**config.mk**
```make
export PLATFORM = sky130hd
export DESIGN_NAME = tic_tac_game_ctrl
export DESIGN_NICKNAME = d
export VERILOG_FILES = /design/src/rtl/tic_tac_pkg.sv /design/src/rtl/tic_tac_turn_timer.sv /design/src/rtl/tic_tac_game_ctrl.sv
export SDC_FILE = /design/constraint.sdc
export NUM_CORES = 1
export LEC_CHECK = 0
export ABC_CLOCK_PERIOD_IN_PS = 2700
export CORE_MARGIN = 5
export CORE_UTILIZATION = 52
export DETAILED_ROUTE_END_ITERATION = 6
export PLACE_DENSITY_LB_ADDON = 0.08
export SETUP_SLACK_MARGIN = 0.3
export SYNTH_ARGS = -nofsm -noshare
export SYNTH_HDL_FRONTEND = slang
export SYNTH_HIERARCHICAL = 1
export SYNTH_SLANG_ARGS = --single-unit
```
**constraint.sdc**
```tcl
create_clock -name clk_i -period 2.7 [get_ports clk_i]
set_input_delay 0.54 -clock clk_i [delete_from_list [all_inputs] [get_ports clk_i]]
set_output_delay 0.54 -clock clk_i [all_outputs]
set_load 0.01 [all_outputs]
```
**src/rtl/tic_tac_pkg.sv**
```systemverilog
// tic_tac_pkg: shared types and constants for the tic-tac-toe game controller.
//   state_t  : controller FSM states
//   result_t : game result code presented on result_o
//   cell_mask: one-hot board mask for a move position (zero when out of range)
package tic_tac_pkg;

   localparam int   BOARD_CELLS = 9;
   localparam logic PLAYER_X    = 1'b0;
   localparam logic PLAYER_O    = 1'b1;

   typedef enum logic [1:0] {
      ST_IDLE,
      ST_TURN,
      ST_CHECK,
      ST_DONE
   } state_t;

   typedef enum logic [2:0] {
      RES_NONE      = 3'd0,
      RES_X_WIN     = 3'd1,
      RES_O_WIN     = 3'd2,
      RES_DRAW      = 3'd3,
      RES_ERROR     = 3'd4,
      RES_TIMEOUT_X = 3'd5,
      RES_TIMEOUT_O = 3'd6
   } result_t;

   // Positions 9..15 do not address a cell; an all-zero mask marks them illegal.
   function automatic logic [BOARD_CELLS-1:0] cell_mask(input logic [3:0] pos);
      logic [BOARD_CELLS-1:0] mask;
      mask = '0;
      if (pos <= 4'd8) begin
         mask = BOARD_CELLS'(1) << pos;
      end
      return mask;
   endfunction

endpackage

```
**src/rtl/tic_tac_turn_timer.sv**
```systemverilog
// tic_tac_turn_timer: per-turn move timeout counter.
//   clk_i   : clock
//   rst_i   : asynchronous active-high reset
//   clear   : force the count to zero (takes priority over enable)
//   enable  : count this cycle
//   expired : count has reached TIMEOUT_CYCLES-1 (the last allowed cycle)
module tic_tac_turn_timer #(
   parameter int TIMEOUT_CYCLES = 1,
   parameter int TMR_W          = 16
) (
   input  logic clk_i,
   input  logic rst_i,
   input  logic clear,
   input  logic enable,
   output logic expired
);

   localparam logic [TMR_W-1:0] LAST = TMR_W'(TIMEOUT_CYCLES - 1);

   logic [TMR_W-1:0] count_reg;

   // The count saturates at LAST: an illegal move consumed on the last cycle
   // postpones the forfeit by one cycle instead of letting the count run past.
   always_ff @(posedge clk_i or posedge rst_i) begin
      if (rst_i) begin
         count_reg <= '0;
      end else if (clear) begin
         count_reg <= '0;
      end else if (enable && (count_reg != LAST)) begin
         count_reg <= count_reg + TMR_W'(1);
      end
   end

   assign expired = (count_reg == LAST);

endmodule

```
**src/rtl/tic_tac_game_ctrl.sv**
```systemverilog
// tic_tac_game_ctrl: sequential tic-tac-toe game controller feeding a board
// evaluator.
//   start_i                : restart a game from any state (highest priority)
//   move_valid_i/move_pos_i: move offer; consumed when move_ready_o is high
//   move_ready_o           : controller is waiting for a move
//   move_reject_o          : one-cycle pulse after an illegal move was consumed
//   x_board_o/o_board_o    : cell occupancy, drive the evaluator x/o inputs
//   eval_*_i               : evaluator results, sampled in the CHECK state
//   turn_o, move_cnt_o     : player to move, legal moves placed
//   game_over_o, result_o  : game finished and its result code
module tic_tac_game_ctrl
   import tic_tac_pkg::*;
#(
   parameter logic FIRST_PLAYER   = 1'b0,
   parameter int   TIMEOUT_CYCLES = 0,
   parameter int   TMR_W          = 16
) (
   input  logic       clk_i,
   input  logic       rst_i,
   input  logic       start_i,
   input  logic       move_valid_i,
   input  logic [3:0] move_pos_i,
   output logic       move_ready_o,
   output logic       move_reject_o,
   output logic [8:0] x_board_o,
   output logic [8:0] o_board_o,
   input  logic       eval_error_i,
   input  logic       eval_full_i,
   input  logic       eval_winx_i,
   input  logic       eval_wino_i,
   output logic       turn_o,
   output logic [3:0] move_cnt_o,
   output logic       game_over_o,
   output logic [2:0] result_o
);

   state_t     state_reg,    state_next;
   result_t    result_reg,   result_next;
   logic [8:0] x_board_reg,  x_board_next;
   logic [8:0] o_board_reg,  o_board_next;
   logic [3:0] move_cnt_reg, move_cnt_next;
   logic       turn_reg,     turn_next;
   logic       reject_reg,   reject_next;

   logic [8:0] pos_mask;
   logic       move_take;
   logic       move_legal;
   logic       legal_take;
   logic       timer_expired;

   assign move_ready_o = (state_reg == ST_TURN) && !start_i;
   assign move_take    = move_valid_i && move_ready_o;
   assign pos_mask     = cell_mask(move_pos_i);
   assign move_legal   = (pos_mask != 9'd0) && ((pos_mask & (x_board_reg | o_board_reg)) == 9'd0);
   assign legal_take   = move_take && move_legal;

   generate
      if (TIMEOUT_CYCLES > 0) begin : g_timer
         logic timer_clear;
         logic timer_enable;

         // Clearing whenever we are not in TURN guarantees a zero count on
         // every entry to TURN (from start or from CHECK).
         assign timer_clear  = start_i || (state_reg != ST_TURN);
         assign timer_enable = (state_reg == ST_TURN) && !legal_take;

         tic_tac_turn_timer #(
            .TIMEOUT_CYCLES(TIMEOUT_CYCLES),
            .TMR_W         (TMR_W)
         ) u_turn_timer (
            .clk_i  (clk_i),
            .rst_i  (rst_i),
            .clear  (timer_clear),
            .enable (timer_enable),
            .expired(timer_expired)
         );
      end else begin : g_no_timer
         assign timer_expired = 1'b0;
      end
   endgenerate

   always_ff @(posedge clk_i or posedge rst_i) begin
      if (rst_i) begin
         state_reg    <= ST_IDLE;
         result_reg   <= RES_NONE;
         x_board_reg  <= '0;
         o_board_reg  <= '0;
         move_cnt_reg <= '0;
         turn_reg     <= FIRST_PLAYER;
         reject_reg   <= 1'b0;
      end else begin
         state_reg    <= state_next;
         result_reg   <= result_next;
         x_board_reg  <= x_board_next;
         o_board_reg  <= o_board_next;
         move_cnt_reg <= move_cnt_next;
         turn_reg     <= turn_next;
         reject_reg   <= reject_next;
      end
   end

   always_comb begin
      state_next    = state_reg;
      result_next   = result_reg;
      x_board_next  = x_board_reg;
      o_board_next  = o_board_reg;
      move_cnt_next = move_cnt_reg;
      turn_next     = turn_reg;
      reject_next   = 1'b0;

      if (start_i) begin
         state_next    = ST_TURN;
         result_next   = RES_NONE;
         x_board_next  = '0;
         o_board_next  = '0;
         move_cnt_next = '0;
         turn_next     = FIRST_PLAYER;
      end else begin
         unique case (state_reg)
            ST_IDLE: ;
            ST_TURN: begin
               if (move_take) begin
                  // Any consumed move, legal or not, pre-empts the timeout.
                  if (move_legal) begin
                     if (turn_reg == PLAYER_O) begin
                        o_board_next = o_board_reg | pos_mask;
                     end else begin
                        x_board_next = x_board_reg | pos_mask;
                     end
                     if (move_cnt_reg != 4'd9) begin
                        move_cnt_next = move_cnt_reg + 4'd1;
                     end
                     state_next = ST_CHECK;
                  end else begin
                     reject_next = 1'b1;
                  end
               end else if (timer_expired) begin
                  state_next  = ST_DONE;
                  result_next = (turn_reg == PLAYER_O) ? RES_TIMEOUT_O : RES_TIMEOUT_X;
               end
            end
            ST_CHECK: begin
               if (eval_error_i) begin
                  state_next  = ST_DONE;
                  result_next = RES_ERROR;
               end else if (eval_winx_i) begin
                  state_next  = ST_DONE;
                  result_next = RES_X_WIN;
               end else if (eval_wino_i) begin
                  state_next  = ST_DONE;
                  result_next = RES_O_WIN;
               end else if (eval_full_i) begin
                  state_next  = ST_DONE;
                  result_next = RES_DRAW;
               end else begin
                  state_next = ST_TURN;
                  turn_next  = ~turn_reg;
               end
            end
            ST_DONE: ;
            default: state_next = ST_IDLE;
         endcase
      end
   end

   assign move_reject_o = reject_reg;
   assign x_board_o     = x_board_reg;
   assign o_board_o     = o_board_reg;
   assign turn_o        = turn_reg;
   assign move_cnt_o    = move_cnt_reg;
   assign game_over_o   = (state_reg == ST_DONE);
   assign result_o      = result_reg;

endmodule

```
==> ci_impl_report.md, run 1 <==
## Implementation flow summary

| Metric | Value |
|---|---|
| CP max-delay cell | clkdlybuf4s50_1 |
| Post-synth area from yosys stat | about 1600 um2 |
| Dpl hpwl | 3.08 mm |
| TritonCTS clock tree | built |
| Setup crit end kind | register |
| Htree depth | 2 |
| Post-layout net count | 218 |
| Power in the clock group | 251 uW |
| Num rows | 20 |
| Root buf cell | clkbuf_4 |
| Pwr top | registers |
| Clk pwr share | 0.300 |
| Die Wd | between 60 and 70 um |
| # clock sinks | 29 |
| Flop pwr share | 0.538 |
| DR WL/cell | 16.3 um |
| Status | completed |
| Synth Cell Area | about 1600 um2 |
| Tool warning count | 28 |
| Die footprint | around 4300 um2 |
| WS Path Type | input port to register |
| Distinct lib cells | 49 |
| Antenna Nets Post-Route | 0 |
| P_comb | roughly 140 uW |
| PortBufs | 40 |
| Syn_area_per_cell | about 10 um2 |
| Combinational share of power | 0.162 |
| Flop+latch power | between 400 and 500 uW |
| Gr ovfl total | 0 |
| Most common flop cell mapped by yosys | dfrtp_1 |
| Post-synth EDFFs | 0 |
| Final Hold Slack | 535 ps |
| Most frequent logic cell in the layout | clkdlybuf4s50_1 |
| Met3 WL | 203 um |
| Top cells by area | dfrtp_1 45%, inv_1 4.9%, o32ai_1 3.8% |
| Floorplan net count | approximately 170 |
| Worst-Margin Slew | 618 ps |
| Cells after synthesis | 159 |
| DRT Pass-1 Iters | 4 |
| Worst-Skew Late Latency | 330 ps |
| Clock Path Buffers | 2 |
| Total core area | 3030 um2 |
| Register area share after synthesis | 0.449 |
| Worst Hold Class | register to register |
| CP Cell Sequence | clkdlybuf4s50_1, or3_1, o31ai_4, o21a_2, nand3_2, o32ai_1 |
| Initial antenna violation count | 0 |
| FP Util | 0.534 |
| Max-slew violations | 0 |
| Setup bufs post-CTS | 0 |
| Part of the cycle the worst path needs | 0.866 |
| DR top layer | met4 |
| Endpoints failing setup | 0 |
| Hold_buf cts | 0 |
| # Cells Yosys | 159 |
| Slew HR | 0.587 |
| Die H | 65.8 um |
| Hold Vio Cnt, Final | 0 |
| Most frequent cell after synthesis | dfrtp_1 |
| Worst IR Drop VDD | 0.223 mV |
| RSZ-0062 raised after global routing | yes |
| Max-Cap Viols | 0 |
| Clock-pin slew on the worst setup and hold paths | around 90 ps |
| Fill cells | 240 |
| WP data arrival | 2570 ps |
| Seq cells post-synth | 29 |
| Fin Clk Skew | 12.3 ps |
| GP Congestion | between 0.9 and 1 |
| M1 wire length | 1.74 mm |
| Critical path fanouts, max | 11 |
| Logic cell area | 786 um2 |
| Leak pwr | 0.831 nW |
| Worst Path Required | roughly 2900 ps |
| Synth cell count leaders | 29 x dfrtp_1, 21 x inv_1, 12 x nor2_1 |
| Setup TNS | 0 ps |
| Sw power | 233 uW |
| Yosys top cell by area | dfrtp_1 |
| Vias per std cell | 5.75 |
| # diodes | 0 |
| Starting DRC count in detailed routing | about 96 |
| Vias after detailed routing | 1432 |
| I/O pin cnt | approximately 41 |
| Total track usage | 0.204 |
| Most numerous logic cells after layout | 40 x clkdlybuf4s50_1, 29 x dfrtp_1, 21 x inv_1, 12 x nor2_1, 8 x o22ai_1 |
| P_int | 603 uW |
| Register area | roughly 730 um2 |
==> run 1: final timing paths <==
kind | start | endpoint | slack, ps | cells past startpoint
max | move_pos_i[0] | x_board_o[3] | 360 | 6
min | result_o[0] | result_o[0] | 540 | 2
max reg2reg | x_board_o[5] | x_board_o[3] | 590 | 5
min reg2reg | result_o[0] | result_o[0] | 540 | 2
max in group asynchronous | rst_i | o_board_o[2] | 1840 | 3
min in group asynchronous | rst_i | move_reject_o | 560 | 3
==> run 1: metal layers <==
| metal | GRT usage | up-vias |
|---|---|---|
| met3 | 0.0527 | 10 |
| li1 | - | 673 |
| met1 | 0.245 | 701 |
| met4 | 0.0959 | 0 |
| met2 | 0.338 | 48 |
| met5 | 0 | - |
==> run 1: cell type report <==
| class | count | share of cell area |
|---|---|---|
| multi-input combinational | 101 | 0.367 |
| sequential | 29 | 0.339 |
| timing repair buffer | 46 | 0.208 |
| inverter | 21 | 0.0368 |
| tap | 44 | 0.0257 |
| clock buffer | 6 | 0.0193 |
| clock inverter | 2 | 0.00467 |
==> run 1: through the flow <==
| step | area (um2) | power, mW | cells | setup slack, ps | utilization |
|---|---|---|---|---|---|
| CTS | 2120 | 0.836 | 249 | 350 | 0.700 |
| global placement | 2070 | 0.586 | 241 | 130 | 0.683 |
| detailed placement | 2070 | 0.591 | 241 | 18.2 | 0.683 |
| global route | 2140 | 0.875 | 249 | 280 | 0.707 |
| floorplan | 1620 | 0.536 | 159 | 803 | - |
| finish | 2140 | 0.836 | 249 | 363 | 0.707 |
==> run 1: kinds of logic (layout without fill, tap and decap cells) <==
kind of cell	after synthesis	count (layout)	share of synthesized area
simple gates	55	55	0.205
compound gates	38	38	0.213
flops	29	29	0.449
buf+inv	29	75	0.0797
mux	5	5	0.0325
fa+ha+maj	2	2	0.0155
xor+xnor	1	1	0.00541
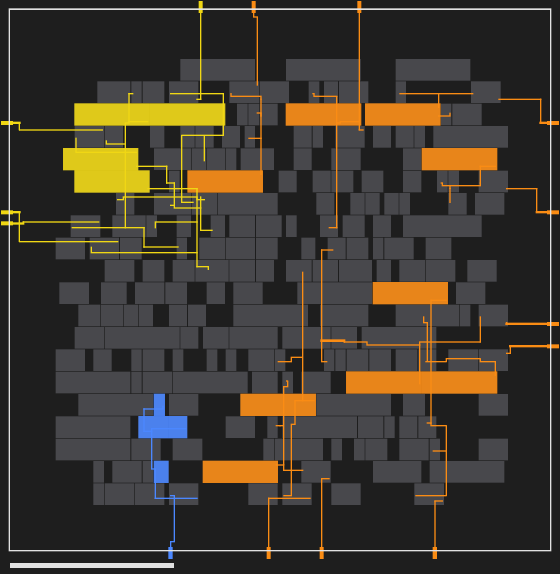
Fig. 1. Nets reached from selected ports (run 1).
Bar = 20 um.
legend:
  yellow:
    port: move_cnt_o
    bits: 4
    direction: output
    edge: 3 left, 1 top
    end_cells: 4
    wire: 192 um
  orange:
    port: x_board_o
    bits: 9
    direction: output
    edge: 4 right, 3 bottom, 2 top
    end_cells: 9
    wire: 284 um
  blue:
    port: eval_error_i
    bits: 1
    direction: input
    edge: bottom
    end_cells: 4
    wire: 31.7 um

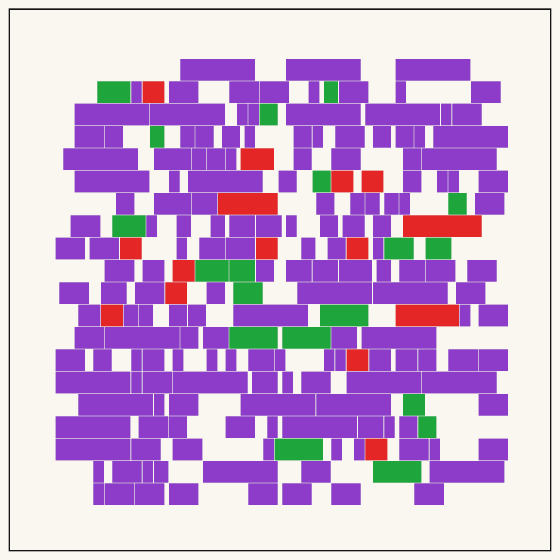
Fig. 2. Drive-strength map (run 1).
legend:
  purple:
    size: _0 and _1 cells
    cells: 171
    share: 83%
    most_used: clkdlybuf4s50_1
  green:
    size: _2 cells
    cells: 19
    share: 9.3%
  red:
    size: _3 and _4 cells
    cells: 15
    share: 7.3%
    most_used: buf_4

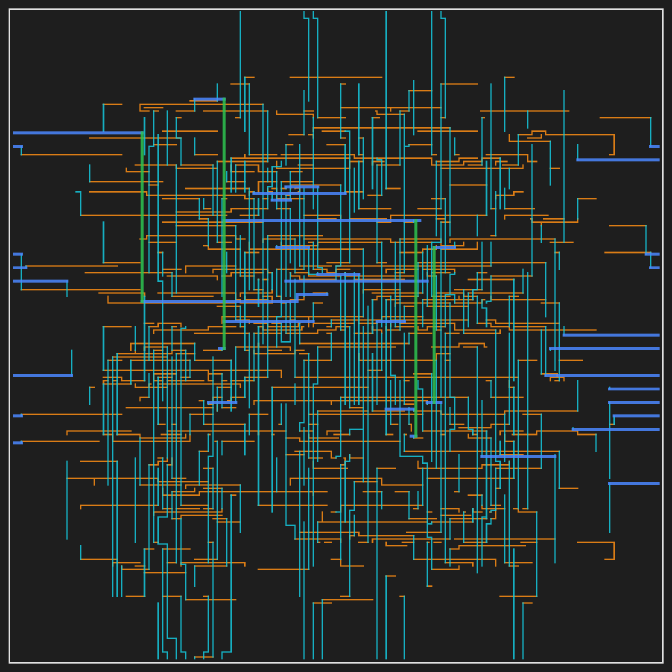
Fig. 3. Metal layers overlaid (run 1).
legend:
  blue:
    layer: metal 3
    wire_length: 204 um
  cyan:
    layer: metal 2
    wire_length: 2040 um
  green:
    layer: metal 4
    wire_length: 79.6 um
  orange:
    layer: metal 1
    wire_length: 1740 um

==> run 2: changes to the inputs <==
--- a/config.mk
+++ b/config.mk
@@ -5,9 +5,11 @@
 export SDC_FILE = /design/constraint.sdc
 export NUM_CORES = 1
 export LEC_CHECK = 0
-export ABC_CLOCK_PERIOD_IN_PS = 2700
+export ABC_CLOCK_PERIOD_IN_PS = 2500
+export CELL_PAD_IN_SITES_DETAIL_PLACEMENT = 0
+export CELL_PAD_IN_SITES_GLOBAL_PLACEMENT = 1
 export CORE_MARGIN = 5
-export CORE_UTILIZATION = 52
+export CORE_UTILIZATION = 37
 export DETAILED_ROUTE_END_ITERATION = 6
 export PLACE_DENSITY_LB_ADDON = 0.08
 export SETUP_SLACK_MARGIN = 0.3
==> constraint.sdc (replaced) <==
create_clock -name clk_i -period 2.5 [get_ports clk_i]
set_input_delay 0.5 -clock clk_i [delete_from_list [all_inputs] [get_ports clk_i]]
set_output_delay 0.5 -clock clk_i [all_outputs]
set_load 0.01 [all_outputs]
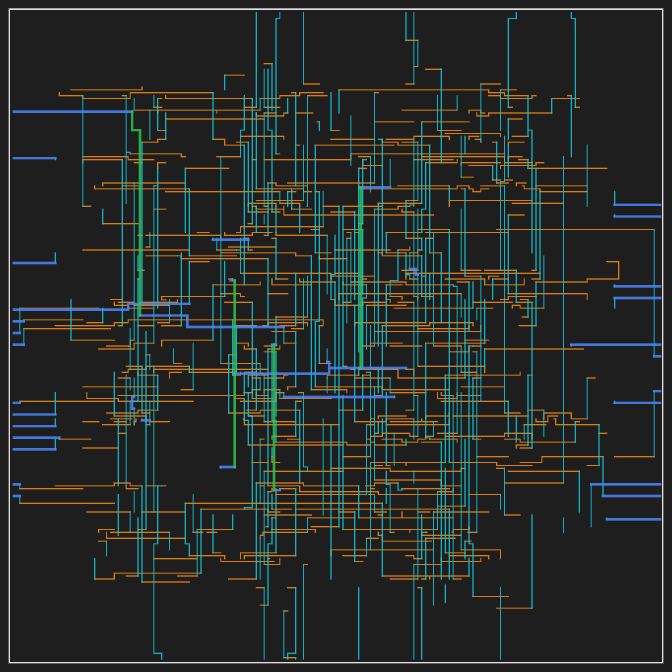
Fig. 4. Metal layers overlaid (run 2).
legend:
  cyan:
    layer: metal 2
    wire_length: 2250 um
  orange:
    layer: metal 1
    wire_length: 2040 um
  blue:
    layer: metal 3
    wire_length: 196 um
  green:
    layer: metal 4
    wire_length: 84.6 um

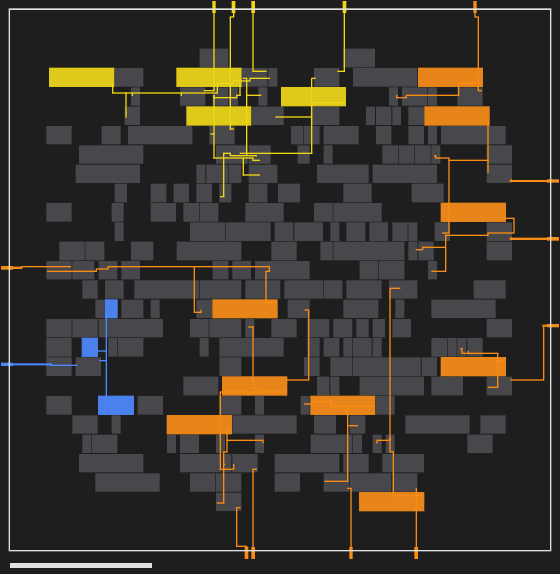
Fig. 5. Nets reached from selected ports (run 2).
Bar = 20 um.
legend:
  orange:
    port: x_board_o
    bits: 9
    direction: output
    edge: 4 bottom, 3 right, 1 top, 1 left
    end_cells: 9
    wire: 334 um
  blue:
    port: eval_error_i
    bits: 1
    direction: input
    edge: left
    end_cells: 4
    wire: 26.1 um
  yellow:
    port: move_cnt_o
    bits: 4
    direction: output
    edge: top
    end_cells: 4
    wire: 162 um

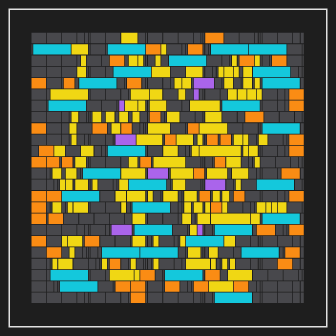
Fig. 6. Placed cells, one color a class (run 2).
Fill, decap, tap and diode cells in gray.
legend:
  cyan:
    class: flops
    cells: 29
    share_of_their_area: 32%
  purple:
    class: clock drivers and dummy loads
    cells: 8
    share_of_their_area: 3.5%
  orange:
    class: other buffers and delay cells
    cells: 55
    share_of_their_area: 23%
  yellow:
    class: combinational and other logic
    cells: 123
    share_of_their_area: 42%

==> run 2 against run 1 <==
  * Count of clock-buffer cells in the layout increased by 2
  * Via count is 2.5% higher
  * Area after synthesis unchanged
  * Non-clock buffer count increased by 9
  * Worst setup slack gained 94 ps
  * Cell count increased by 7.2%
  * Register-to-register slack lost 60 ps
  * Clock power grew 49%
  * Critical path type unchanged
  * Critical endpoint is now move_cnt_o[3]
==> ci_impl_report.md, run 2 <==
## Implementation flow summary

| Metric | Value |
|---|---|
| Status | completed |
| Hold Vio Cnt, Final | 0 |
| Setup TNS | 0 ps |
| WP data arrival | 2210 ps |
| TritonCTS clock tree | built |
| Total core area | about 4300 um2 |
| Fin Clk Skew | roughly 4 ps |
| Max-Cap Viols | 0 |
| Worst IR Drop VDD | 0.199 mV |
| Final Hold Slack | about 530 ps |
| Most common flop cell mapped by yosys | dfrtp_1 |
| Post-synth EDFFs | 0 |
| # Cells Yosys | 159 |
| Total track usage | 0.155 |
| Clock-pin slew on the worst setup and hold paths | approximately 60 ps |
| Worst-Margin Slew | between 500 and 600 ps |
| Worst Hold Class | register to register |
| Non-Filler Instances | 267 |
| Critical path fanouts, max | 9 |
| Combinational share of power | 0.166 |
| Slew HR | 0.601 |
| DR WL/cell | 17.1 um |
| Part of the cycle the worst path needs | 0.817 |
| Root buf cell | clkbuf_8 |
| Yosys top cell by area | dfrtp_1 |
| Setup WS post-layout | around 460 ps |
| Cells after synthesis | 159 |
| Initial antenna violation count | 0 |
| Flop pwr share | 0.471 |
| Reg-to-reg endpoint | x_board_o[7] |
| Hold_buf cts | 0 |
| PortBufs | approximately 40 |
| Max-slew violations | 0 |
| Num rows | 24 |
| CP max-delay cell | clkdlybuf4s50_1 |
| Starting DRC count in detailed routing | 74 |
| Final min period | 2040 ps |
| Placed cell area | 2130 um2 |
| Fin util | 0.548 |
| Leak pwr | 0.948 nW |
| Dpl ws | -126 ps |
| Clock Path Buffers | 2 |
| Top cells by area | dfrtp_1 45%, inv_1 4.9%, o32ai_1 3.8% |
| Worst Path Required | between 2000 and 3000 ps |
| Max Freq | 0.489 GHz |
| Die footprint | between 5000 and 6000 um2 |
| Antenna Nets Post-Route | 0 |
| Dpl hpwl | 3.32 mm |
| Die Wd | 76.1 um |
| Syn_area_per_cell | 10.2 um2 |
| Hold Crit Start | result_o[1] |
| Clk pwr share | 0.363 |
| Gr ovfl total | 0 |
| Register area share after synthesis | 0.449 |
| Setup crit end kind | register |
| Worst-Skew Late Latency | 280 ps |
| Vias per std cell | 5.50 |
| WS Path Type | input port to register |
| R2R depth | 5 |
| CP Cell Sequence | clkdlybuf4s50_1, nor4bb_4, buf_4, and4_1, nand4_1, mux2_2 |
| Htree depth | 2 |
| Worst Hold Path EP | result_o[1] |
| I/O pin cnt | 41 |
| Most frequent logic cell in the layout | clkdlybuf4s50_1 |
| RSZ-0062 raised after global routing | no |
| Synth cell count leaders | 29 x dfrtp_1, 21 x inv_1, 12 x nor2_1 |
| Reg2reg setup slack | 530 ps |
| DRT Pass-1 Iters | 4 |
| Vias in the first global route | around 1.5k |
| Hold depth | 2 |
| # diodes | 0 |
| Seq cells post-synth | 29 |
| Endpoints failing setup | 0 |
| Floorplan net count | 173 |
| Tot Pwr | about 1.0 mW |
| Distinct lib cells | 49 |
| Cells after DPL | 256 |
| # clock sinks | 29 |
| Finished Cell Area | between 2000 and 2500 um2 |
| Most numerous logic cells after layout | 35 x clkdlybuf4s50_1, 29 x dfrtp_1, 21 x inv_1, 15 x buf_4, 12 x nor2_1 |
| FP Util | 0.377 |
| Sw power | 277 uW |
| Die H | ~76 um |
| Post-layout net count | 228 |
| Most frequent cell after synthesis | dfrtp_1 |
| Reg2Reg Launch Point | x_board_o[5] |
| Synth Cell Area | roughly 1600 um2 |
| P_int | 758 uW |
| GP Congestion | 0.845 |
| Vias after detailed routing | between 1k and 1.5k |
| First-pass GRT wire length | 7.32 mm |
[run 2: netlist changes by cell type in the layout (fill, tap and decap cells not counted), sizes merged]
cell           change
nand3              +1
buf                +9
dlymetal6s2s       +4
dlygate4sd2        +1
clkbuf             +2
clkdlybuf4s50      -5
clkinv             -2
[run 2: final cells by class]
class	instances	area, um2
clock buffers	8	80.1
multi-input cells	102	881
fillers	394	1940
repair buffers	55	522
flip-flops and latches	29	726
inverters	21	78.8
well taps	52	65.1
[run 2: worst max path at each step]
stage | startpoint | endpoint | slack, ps | depth (start not counted)
global placement | move_pos_i[1] | x_board_o[5] | 20 | 6
CTS | move_pos_i[1] | move_cnt_o[3] | 280 | 7
floorplan | move_pos_i[1] | x_board_o[1] | 640 | 6
detailed placement | move_pos_i[1] | o_board_o[5] | -130 | 6
finish | move_valid_i | move_cnt_o[3] | 460 | 6
global route | move_valid_i | move_cnt_o[0] | 330 | 6
[run 2: layer usage]
layer / GRT usage / share of wire / vias up
met2: 0.260 / 0.49 / 42
met5: 0 / 0 / -
li1: - / - / 694
met4: 0.0664 / 0.018 / 0
met1: 0.187 / 0.45 / 723
met3: 0.0378 / 0.043 / 9
[run 2: power groups by stage]
stage               Combinational [mW]  Clock (mW)  Sequential (mW)
floorplan                       0.0829           0            0.496
global placement                 0.150           0            0.494
detailed placement               0.154           0            0.495
CTS                              0.155       0.383            0.487
global route                     0.187       0.400            0.489
finish                           0.172       0.375            0.487
[run 2: logic make-up (layout without fill, tap and decap cells)]
kind of cell    after synthesis  count (layout)  synth area share
compound gates               38              38             0.213
mux                           5               5            0.0325
fa+ha+maj                     2               2            0.0155
buf+inv                      29              84            0.0797
simple gates                 55              56             0.205
xor+xnor                      1               1           0.00541
flops                        29              29             0.449
==> run 3: changes to the inputs <==
--- a/config.mk
+++ b/config.mk
@@ -5,7 +5,7 @@
 export SDC_FILE = /design/constraint.sdc
 export NUM_CORES = 1
 export LEC_CHECK = 0
-export ABC_CLOCK_PERIOD_IN_PS = 2500
+export ABC_CLOCK_PERIOD_IN_PS = 1900
 export CELL_PAD_IN_SITES_DETAIL_PLACEMENT = 0
 export CELL_PAD_IN_SITES_GLOBAL_PLACEMENT = 1
 export CORE_MARGIN = 5
==> constraint.sdc (replaced) <==
create_clock -name clk_i -period 1.9 [get_ports clk_i]
set_input_delay 0.38 -clock clk_i [delete_from_list [all_inputs] [get_ports clk_i]]
set_output_delay 0.38 -clock clk_i [all_outputs]
set_load 0.01 [all_outputs]
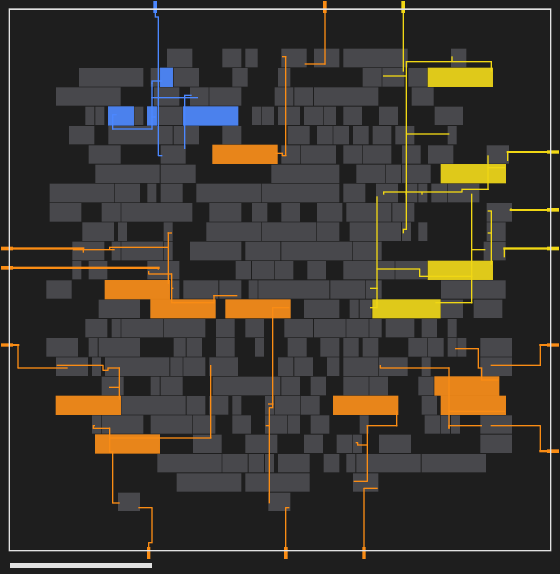
Fig. 7. Nets reached from selected ports (run 3).
Bar = 20 um.
legend:
  orange:
    port: x_board_o
    bits: 9
    direction: output
    edge: 3 bottom, 3 left, 2 right, 1 top
    end_cells: 9
    wire: 300 um
  blue:
    port: eval_error_i
    bits: 1
    direction: input
    edge: top
    end_cells: 4
    wire: 52.6 um
  yellow:
    port: move_cnt_o
    bits: 4
    direction: output
    edge: 3 right, 1 top
    end_cells: 4
    wire: 162 um

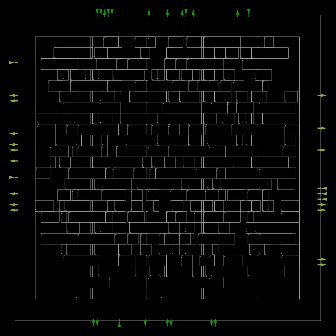
Fig. 8. Cell placement (run 3).
Flops: 29
Fill cells: 355
total core area: 4290 um2

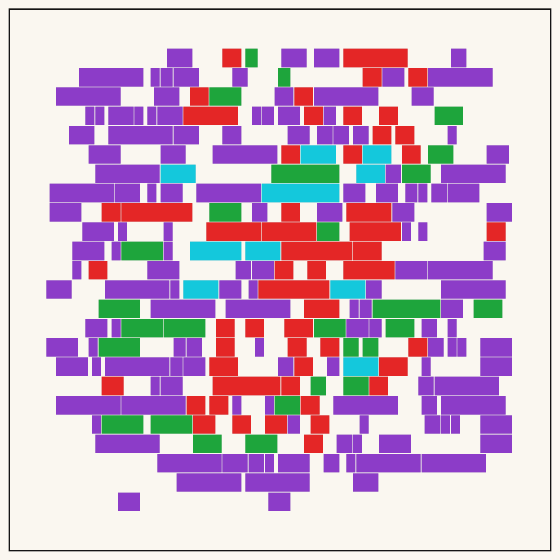
Fig. 9. Drive-strength map (run 3).
legend:
  cyan:
    size: _6 and larger
    cells: 10
    share: 4.2%
    most_used: clkbuf_8
  red:
    size: _3 and _4 cells
    cells: 53
    share: 22%
    most_used: buf_4
  purple:
    size: _0 and _1 cells
    cells: 146
    share: 62%
    most_used: dfrtp_1
  green:
    size: _2 cells
    cells: 27
    share: 11%
    most_used: o32ai_2

==> run 3 against run 2 <==
  * Sequential power up 31%
  * Non-clock buffer count up 22
  * Clock skew down 2.6 ps
  * Count of clock-buffer cells in the layout down 1
  * Power up 52%
  * Area after synthesis unchanged
  * Hold slack worse by 46 ps
  * Core utilization up 7.5 points
  * Design area up 14%
  * Sequential share of layout area down 3.6 points
==> ci_impl_report.md, run 3 <==
## Implementation flow summary

| Metric | Value |
|---|---|
| Status | completed |
| Placed cell area | 2360 um2 |
| Tool warning count | 30 |
| Final wirelength | 4.56 mm |
| Finished Cell Area | 2680 um2 |
| TritonCTS clock tree | built |
| Delay-heaviest family, CP | simple AND/OR/NAND/NOR gates |
| Asr flop ratio synth | 1.00 |
| DR top layer | met4 |
| Most frequent logic cell in the layout | buf_4 |
| Synthesis-to-finish area growth | 65.4% |
| Syn_area_per_cell | 10.2 um2 |
| Synth cell count leaders | 29 x dfrtp_1, 21 x inv_1, 12 x nor2_1 |
| Met3 usage | 0.0461 |
| Seq cells post-synth | 29 |
| Post-layout net count | 249 |
| Synth Cell Area | approximately 1600 um2 |
| CP peak stage delay | 400 ps |
| Distinct lib cells | 49 |
| CP Cell Sequence | or3_4, a32oi_4, o221a_4, buf_4, nand3_2, mux2_2 |
| DR WL/cell | 15.8 um |
| PortBufs | approximately 40 |
| # clock sinks | 29 |
| I/O pin cnt | around 41 |
| Startpoint class of the critical path | register |
| Clock Path Buffers | 2 |
| Max Freq | 0.547 GHz |
| FP Util | 0.377 |
| Die H | 76.1 um |
| Most frequent cell after synthesis | dfrtp_1 |
| # diodes | 0 |
| Vias in the first global route | 1587 |
| Worst Path Required | 2060 ps |
| Slew HR | 0.743 |
| Met3 WL | 211 um |
| Final min period | between 1500 and 2000 ps |
| First-pass GRT wire length | 7.77 mm |
| Critical path fanouts, max | 5 |
| Endpoints failing setup | 0 |
| Yosys warns | 6 |
| Worst Hold Class | input port to asynchronous set/reset pin |
| DRT Pass-1 Iters | 4 |
| WP data arrival | 1990 ps |
| Die Wd | 76.1 um |
| # Cells Yosys | approximately 160 |
| Num rows | 24 |
| Dpl hpwl | 3.28 mm |
| Gr ovfl total | 0 |
| Post-synth area from yosys stat | 1620 um2 |
| Cells after synthesis | approximately 160 |
| Htree depth | 2 |
| Worst IR Drop VDD | 0.489 mV |
| M1 wire length | 2.15 mm |
| Initial antenna violation count | 0 |
| Max-Cap Viols | 0 |
| Clock-pin slew on the worst setup and hold paths | 60 ps |
| GP Congestion | 0.856 |
| Length of routed met2 wiring | ~2.2 mm |
| Vias per std cell | 5.24 |
| TritonCTS Buffers | 5 |
| Largest net degree at the start of global routing | 30 |
| Tot Pwr | 1.57 mW |
| WS Path Type | register to register |
| Antenna Nets Post-Route | 0 |
| Layer with the highest usage | met2 |
| Worst path buffer plus inverter count | 1 |
| Dpl ws | -523 ps |
| Worst-Skew Late Latency | 270 ps |
| Hold_buf cts | 0 |
| Hold Vio Cnt, Final | 0 |
| Root buf cell | clkbuf_8 |
| Yosys top cell by area | dfrtp_1 |
| Setup WS post-layout | around 73 ps |
| Final Hold Slack | approximately 480 ps |
| Total track usage | 0.162 |
| Fin Clk Skew | 1.31 ps |
| Part of the cycle the worst path needs | 0.962 |
| Most numerous logic cells after layout | 34 x buf_4, 27 x dfrtp_1, 21 x inv_1, 13 x dlymetal6s2s_1, 12 x clkdlybuf4s50_1 |
| Post-synth EDFFs | 0 |
| Top cells by area | dfrtp_1 45%, inv_1 4.9%, o32ai_1 3.8% |
| Global Route met2 Usage | 0.264 |
| Most common flop cell mapped by yosys | dfrtp_1 |
| Worst-Margin Slew | approximately 390 ps |
| Register area share after synthesis | 0.449 |
| Share of layout cells above drive strength 1 | 0.381 |
| Area share, top type | 0.449 |
| Floorplan net count | 173 |
| Starting DRC count in detailed routing | 85 |
| Leak pwr | 1.33 nW |
| M1 GR Usage | 0.212 |
| Vias after detailed routing | 1508 |
| Max-slew violations | 0 |
| DRC | 0 |
| CP max-delay cell | dfrtp_1 |
| RSZ-0062 raised after global routing | yes |
| Die footprint | 5800 um2 |
| Power density over the cells | about 590 nW/um2 |
| Setup crit end kind | register |
-- run 3: cell counts after synthesis --
Identical to the previous run, type by type.
-- run 3: final timing paths --
| check | endpoint | from | cells after the start | slack, ps |
|---|---|---|---|---|
| max in group asynchronous | move_cnt_o[0] | rst_i | 3 | 1120 |
| hold reg to reg | result_o[2] | result_o[2] | 2 | 530 |
| hold / removal | turn_o | rst_i | 3 | 480 |
| min in group clk_i | result_o[2] | result_o[2] | 2 | 530 |
| setup reg to reg | move_cnt_o[2] | o_board_o[4] | 6 | 70 |
| setup / recovery | move_cnt_o[2] | o_board_o[4] | 6 | 70 |
-- run 3: logic make-up after synthesis --
| logic type | count (synthesis) | share of synthesized area |
|---|---|---|
| compound gates | 38 | 0.213 |
| xor+xnor | 1 | 0.00541 |
| fa+ha+maj | 2 | 0.0155 |
| buf+inv | 29 | 0.0797 |
| flops | 29 | 0.449 |
| mux | 5 | 0.0325 |
| simple gates | 55 | 0.205 |
-- run 3: metrics by stage --
stage	instances	utilization	TNS, ps
2_1_floorplan	159	-	0
3_3_place_gp	275	0.549	-8870
4_1_cts	286	0.590	0
5_1_grt	288	0.623	0
3_5_place_dp	275	0.549	-10200
6_report	288	0.623	0
-- run 3: what timing repair did --
item,in CTS,in global routing
resized,34,30
pin swaps,3,3
endpoints found under the setup margin,37,43
setup buffers,3,2
-- run 3: layout make-up --
type	count	area (um2)	area share
Multi-Input combinational cell	101	975	0.364
Sequential cell	29	728	0.272
Timing Repair Buffer	77	712	0.266
Clock buffer	7	86.3	0.0323
Inverter	21	78.8	0.0295
Tap cell	52	65.1	0.0243
Clock inverter	1	30.0	0.0112
-- run 3: power by group --
group | switching, mW | total (mW) | internal (mW)
registers | 0.0114 | 0.640 | 0.628
clock network | 0.237 | 0.664 | 0.427
logic | 0.132 | 0.265 | 0.133
Power and IR drop assume default switching activity.
